File: src/rtl/axis_demux_sched.sv
// Sequencer for a 3-way AXIS demux: routes len_1/len_2/len_3 beats to outputs 1/2/3, one-shot or continuous.
// Zero-latency combinational handshake gating; demux_sel/busy/done registered; frame counter under AXIS_DEMUX_SCHED_FRAME_CNT_EN.
`timescale 1ns/1ps
module axis_demux_sched #(
  parameter int CNT_W  = 16,
  parameter int FCNT_W = 16
) (
  input  logic             aclk,
  input  logic             areset,
  input  logic             start,
  input  logic             stop,
  input  logic             abort,
  input  logic             cont_mode,
  input  logic [CNT_W-1:0] len_1,
  input  logic [CNT_W-1:0] len_2,
  input  logic [CNT_W-1:0] len_3,
  input  logic             s_tvalid,
  output logic             s_tready,
  output logic             m_tvalid,
  input  logic             m_tready,
  output logic [1:0]       demux_sel,
  output logic             busy,
  output logic             done
`ifdef AXIS_DEMUX_SCHED_FRAME_CNT_EN
  ,
  output logic [FCNT_W-1:0] frame_cnt
`endif
);

  typedef enum logic [1:0] {IDLE, R1, R2, R3} state_t;

  state_t           state, nxt, route_nxt;
  logic [CNT_W-1:0] cnt, cur_len;
  logic [CNT_W-1:0] l1, l2, l3;
  logic             cmode, stop_req;
  logic             active, hs, last_beat, seq_end, done_nxt;

  function automatic state_t first_nz(input logic [CNT_W-1:0] a, input logic [CNT_W-1:0] b,
                                      input logic [CNT_W-1:0] c);
    state_t r;
    if (a != '0)      r = R1;
    else if (b != '0) r = R2;
    else if (c != '0) r = R3;
    else              r = IDLE;
    return r;
  endfunction

  // Route following s that still has beats to carry; IDLE means s ends the sequence.
  function automatic state_t after(input state_t s, input logic [CNT_W-1:0] b,
                                   input logic [CNT_W-1:0] c);
    state_t r;
    case (s)
      R1:      r = (b != '0) ? R2 : ((c != '0) ? R3 : IDLE);
      R2:      r = (c != '0) ? R3 : IDLE;
      default: r = IDLE;
    endcase
    return r;
  endfunction

  function automatic logic [1:0] sel_of(input state_t s);
    logic [1:0] r;
    case (s)
      R2:      r = 2'b01;
      R3:      r = 2'b10;
      default: r = 2'b00;
    endcase
    return r;
  endfunction

  assign active   = (state != IDLE);
  assign m_tvalid = active & s_tvalid;
  assign s_tready = active & m_tready;
  assign hs       = active & s_tvalid & m_tready;

  always_comb begin
    cur_len = '0;
    case (state)
      R1:      cur_len = l1;
      R2:      cur_len = l2;
      R3:      cur_len = l3;
      default: cur_len = '0;
    endcase
  end

  assign last_beat = hs && (cnt == cur_len - CNT_W'(1));
  assign route_nxt = after(state, l2, l3);
  assign seq_end   = last_beat && (route_nxt == IDLE);

  always_comb begin
    nxt      = state;
    done_nxt = 1'b0;
    if (abort) begin
      nxt = IDLE;
    end else if (state == IDLE) begin
      if (start) begin
        nxt      = first_nz(len_1, len_2, len_3);
        done_nxt = (nxt == IDLE);
      end
    end else if (last_beat) begin
      done_nxt = seq_end;
      if (!seq_end)                      nxt = route_nxt;
      // A stop landing on the final beat still ends this sequence.
      else if (cmode && !(stop_req || stop)) nxt = first_nz(l1, l2, l3);
      else                               nxt = IDLE;
    end
  end

  always_ff @(posedge aclk or posedge areset) begin
    if (areset) begin
      state     <= IDLE;
      demux_sel <= 2'b00;
      busy      <= 1'b0;
      done      <= 1'b0;
      cnt       <= '0;
      stop_req  <= 1'b0;
      l1        <= '0;
      l2        <= '0;
      l3        <= '0;
      cmode     <= 1'b0;
`ifdef AXIS_DEMUX_SCHED_FRAME_CNT_EN
      frame_cnt <= '0;
`endif
    end else begin
      state     <= nxt;
      demux_sel <= sel_of(nxt);
      busy      <= (nxt != IDLE);
      done      <= done_nxt;
`ifdef AXIS_DEMUX_SCHED_FRAME_CNT_EN
      if (done_nxt) frame_cnt <= frame_cnt + FCNT_W'(1);
`endif
      if (abort) begin
        cnt      <= '0;
        stop_req <= 1'b0;
      end else if (state == IDLE && start) begin
        l1       <= len_1;
        l2       <= len_2;
        l3       <= len_3;
        cmode    <= cont_mode;
        stop_req <= stop;
        cnt      <= '0;
      end else begin
        if (stop) stop_req <= 1'b1;
        if (hs)   cnt <= last_beat ? '0 : cnt + CNT_W'(1);
      end
    end
  end

endmodule

File: config.mk
export PLATFORM = sky130hd
export DESIGN_NAME = axis_demux_sched
export DESIGN_NICKNAME = d
export VERILOG_FILES = /design/src/rtl/axis_demux_sched.sv
export SDC_FILE = /design/constraint.sdc
export NUM_CORES = 1
export LEC_CHECK = 0
export ABC_AREA = 1
export CORE_UTILIZATION = 50
export DETAILED_ROUTE_END_ITERATION = 10
export HOLD_SLACK_MARGIN = 0.12
export PLACE_DENSITY_LB_ADDON = 0.12
export REMOVE_ABC_BUFFERS = 1
export SLEW_MARGIN = 10
export SYNTH_ARGS = -nofsm -noshare
export SYNTH_HDL_FRONTEND = slang
export SYNTH_SLANG_ARGS = --single-unit
File: constraint.sdc
create_clock -name aclk -period 2.4 [get_ports aclk]
set_input_delay 0.48 -clock aclk [delete_from_list [all_inputs] [get_ports aclk]]
set_output_delay 0.48 -clock aclk [all_outputs]
set_load 0.01 [all_outputs]
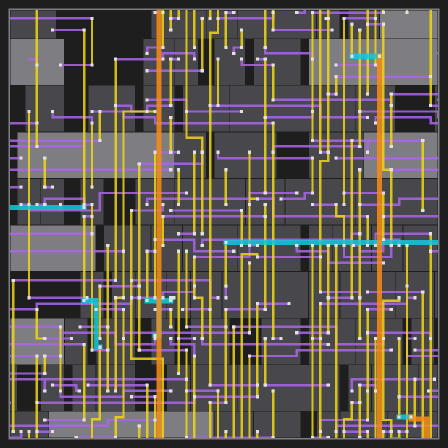
**Above:** run 1 (a small window of the routed layout).
Window x 12 to 37, y 61 to 86 um. Cells in grey, sequential cells in the stronger grey; small squares are vias.
Cyan shows M3. Purple shows M1. Orange shows M4. Yellow shows M2.
Sequential cells in the window: 4. 72 logic cells have their middle in the window. Most frequent: nand2_1 (9), buf_4 (9).

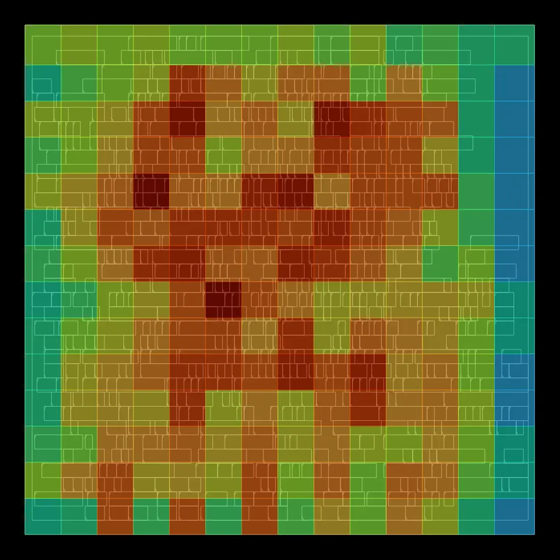
**Above:** run 1 (congestion heat map).
Routed wire per std cell: 15.7 um
met3 Usage GRT: 5.54%
met1 Resource Use GR: 38.7%
final core area utilization: 69.4%

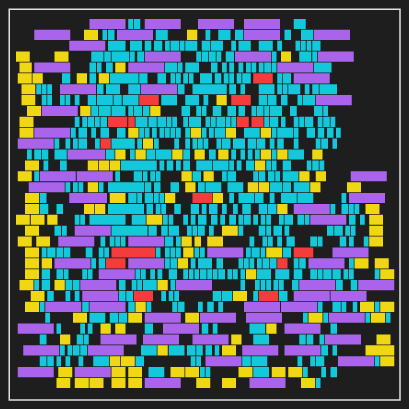
**Above:** run 1 (cell classes on the final placement).
Scale: 4 px per um.
Yellow shows remaining buffers and delay cells, cells 124, share of their area 19%. Purple shows registers, cells 72, share of their area 30%. Cyan shows remaining logic cells, cells 519, share of their area 48%. Red shows clock drivers and dummy loads, cells 15, share of their area 3.2%.
Final Cell Area: 6080 um^2
site row count: 34
Core ar.: 8760 um^2

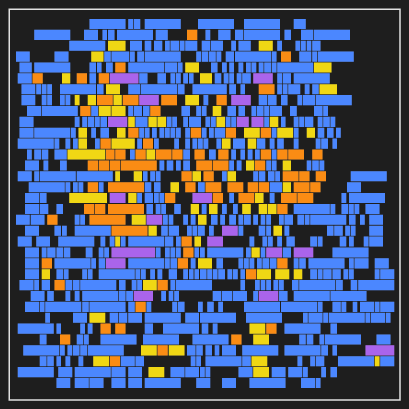
**Above:** run 1 (sizing map).
Scale: 4 px per um.
Purple shows x6 and larger, cells 19. Yellow shows x2, cells 71. Orange shows x3 and x4, cells 79. Blue shows x1 and smaller, cells 561.
P&R area growth vs syn: 33.8%
setup slack after layout: -454 ps

==> flow_summary.ini, run 1 <==
; flow metrics
[outcome]
status = finished with violations
violations = negative setup slack

[worst_setup_path]
path_class = reg2reg
crit_path_frequent_cell = nand2_1
path_cells = buf_6 > ha_4 > nand2_2 > nand3_2 > nand2_2 > ha_4 > xnor2_2 > nor2_2 > nand2_1 > nor2_1 > nand2_1 > nor2_1 > nand2_1 > nor2_2 > nand3_2 > nor2_4 > nand2_4 > buf_4 > nand4_1 > o21ai_0
reg2regPathDepth = 20
critPathLaunchType = flip-flop
critPathBufInv = 2

[logic_synthesis]
yosys.area_share.simple_pct = 36.2
mux_share_pct = 2.23
ys_sh_adder_pct = 1.65
yosysUniqueCellTypes = 33
netlist.top_cell.by_area = dfrtp_1
ys_area_um2 = 4540

[cts]
cts_sinks = 72
post_cts_buffers = 5
ctsRootBufferMaster = clkbuf_8
clk_pin_slew_ps = 90
ctsResizeCount = 47
postCtsHoldBufs = 0

[pwr]
internal-power_w = 0.00333
switching_share_pct = 43.0
pg_clk_w = 0.000978
p_switching_w = 0.00251
power_leader = combinational cells
power_density_nw_per_um2 = 961

[die]
die_w_um = 97.3
dieHeight_um = 97.3
chip_area_um2 = 9470
initCoreUtil_pct = 51.9
pin_count = 62

[routing]
routed.top_layer = met4
routed_wl_um = 13200
routed-via-count = 4570

[grt]
grt_pass1_wl_um = 22200
overflow = 0
grt_max_degree = 73
antenna_found_initial = 0

[flow_run]
warning_count = 30

[final_timing]
hold_ws_ps = 492
fin_ws_ps = -454
finalClockPeriodUsage_pct = 119
clock_skew_ps = 9.13
setup_viol = 22
maxSlewViolCount = 0

[placed_design]
placed_cells = 813
io_buffers = 61
dp_hpwl_um = 9650
gp_congestion = 0.952

[layout]
diodes = 0
run 1: routing by layer:
metal / track usage (%) / vias to the layer above
li1: - / 2210
met4: 9.84 / 0
met2: 48.7 / 195
met1: 38.7 / 2139
met5: 0 / -
met3: 5.54 / 26
run 1: cell type report:
class,instances,area (um^2)
Fill cell,721,2690
Sequential cell,72,1800
Inverter,72,273
Tap cell,108,135
Timing Repair Buffer,124,1110
Clock buffer,9,124
Multi-Input combinational cell,447,2560
Clock inverter,6,67.6
run 1: cells in the mapped netlist (8+ instances only):
master and n:
buf_6 8, clkbuf_1 10, dfrtp_1 72, inv_1 70, mux2_2 9, nand2_1 189, nand2_2 15, nand3_1 61
nand4_1 16, nor2_1 30, nor3_1 8, nor4_1 14, o21ai_0 33, o22ai_1 13, xor2_1 15
==> run 1 -> run 2 <==
--- a/config.mk
+++ b/config.mk
@@ -7,6 +7,7 @@
 export LEC_CHECK = 0
 export ABC_AREA = 1
 export CORE_UTILIZATION = 50
+export CTS_CLUSTER_SIZE = 40
 export DETAILED_ROUTE_END_ITERATION = 10
 export HOLD_SLACK_MARGIN = 0.12
 export PLACE_DENSITY_LB_ADDON = 0.12
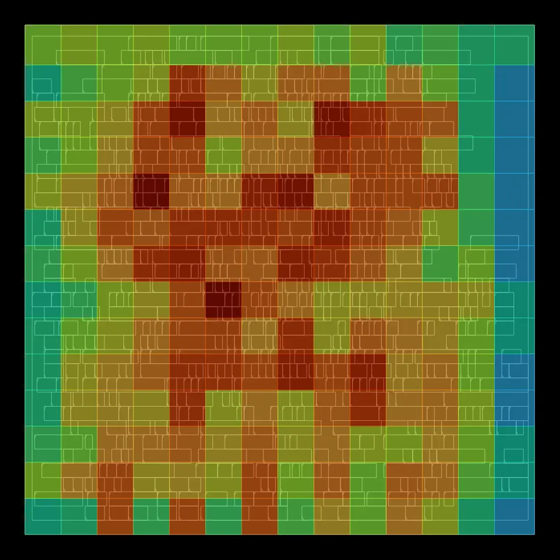
**Above:** run 2 (congestion heat map).
Total GRT Usage: 29.4%
global-route track usage on met2: 48.7%

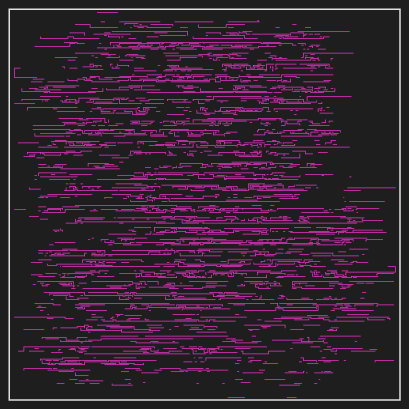
**Above:** run 2 (the metal 1 layer).
Scale: 4 px per um.
The wires run mostly horizontal. 713 nets have wire on it. The longest straight run is 28.5 um. The layer holds 43% of the routed length. The layer carries 5710 um of wire.
vias: 4570
final wirelength: 13200 um

==> run 2 against run 1 <==
The flow still finishes with violations (negative setup slack). First-iteration DRC count did not move. Flip-flop count unchanged. Synthesized cell count unchanged. Largest cell class unchanged.
==> flow_summary.ini, run 2 <==
; flow metrics
[layout]
diodes = 0
nNonClkInverters = 72
clk_share_pct = 3.15
combGateArea_um2 = 2560
area_growth_pct = 33.8
comb_cells = 447
biggestCellCategory = logic gates
n_clock_buffer = 9
comb-cell-share_pct = 42.2
regArea_um2 = 1800
seq_share_pct = 29.7

[routing]
routedWlPerCell_um = 15.7

[pwr]
pg_clk_w = 0.000978
internal-power_w = 0.00333
power_leader = combinational cells
p_switching_w = 0.00251

[logic_synthesis]
yosys-top-cells-count = nand2_1, dfrtp_1, inv_1, nand3_1, o21ai_0
ys_sh_adder_pct = 1.65
yosysUniqueCellTypes = 33
netlist.top_cell.by_area = dfrtp_1
yosys.area_share.simple_pct = 36.2
ys_area_um2 = 4540
post-synth-top-count-cell = nand2_1

[outcome]
status = finished with violations
violations = negative setup slack

[die]
dieHeight_um = 97.3
chip_area_um2 = 9470
initCoreUtil_pct = 51.9
tap_cells = 108
coreArea_um2 = 8760
die_w_um = 97.3
row_count = 34

[placed_design]
io_buffers = 61
gp_congestion = 0.952
dp_hpwl_um = 9650

[final_timing]
setup_viol = 22
clock_skew_ps = 9.13
fin_ws_ps = -454

[worst_setup_path]
critPathLaunchType = flip-flop
path_cells = buf_6 > ha_4 > nand2_2 > nand3_2 > nand2_2 > ha_4 > xnor2_2 > nor2_2 > nand2_1 > nor2_1 > nand2_1 > nor2_1 > nand2_1 > nor2_2 > nand3_2 > nor2_4 > nand2_4 > buf_4 > nand4_1 > o21ai_0
path_class = reg2reg
crit_path_frequent_cell = nand2_1

[grt]
use_met1_pct = 38.7
antenna_found_initial = 0
grt-busiest-layer = met2

[cts]
cts_sinks = 72
postCtsHoldBufs = 0
ctsRootBufferMaster = clkbuf_8
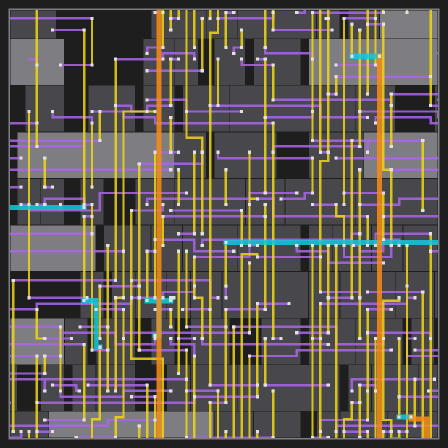
**Above:** run 2 (a small window of the routed layout).
Window x 12 to 37, y 61 to 86 um. Cells in grey, sequential cells in the stronger grey; small squares are vias.
Purple shows M1. Cyan shows M3. Orange shows M4. Yellow shows M2.
Sequential cells in the window: 4. 72 logic cells have their middle in the window. Most frequent: nand2_1 (9), buf_4 (9).

-- run 2: final timing paths --
path / cells after the start / slack, ps / endpoint
worst min register to register: 2 / 530 / cmode
worst max-delay path: 20 / -450 / cnt[11]
worst min-delay path: 3 / 490 / l1[4]
max in group asynchronous: 3 / 1540 / state[1]
min in group aclk: 2 / 530 / cmode
worst max register to register: 20 / -450 / cnt[11]
-- run 2: repair_timing --
item                                    in CTS  in global routing
buffers inserted                             5                  4
pin swaps                                   18                 22
endpoints found under the setup margin      23                 22
gates resized                               47                 17
gates cloned                                 1                  0
-- run 2: routing by layer --
metal  vias to the layer above  share of wire (%)  routed length (um)
met5                         -                  0                   0
met4                         0                2.2                 293
met3                        26                7.0                 925
met2                       195                 47                6250
met1                      2139                 43                5710
li1                       2210                  -                   -
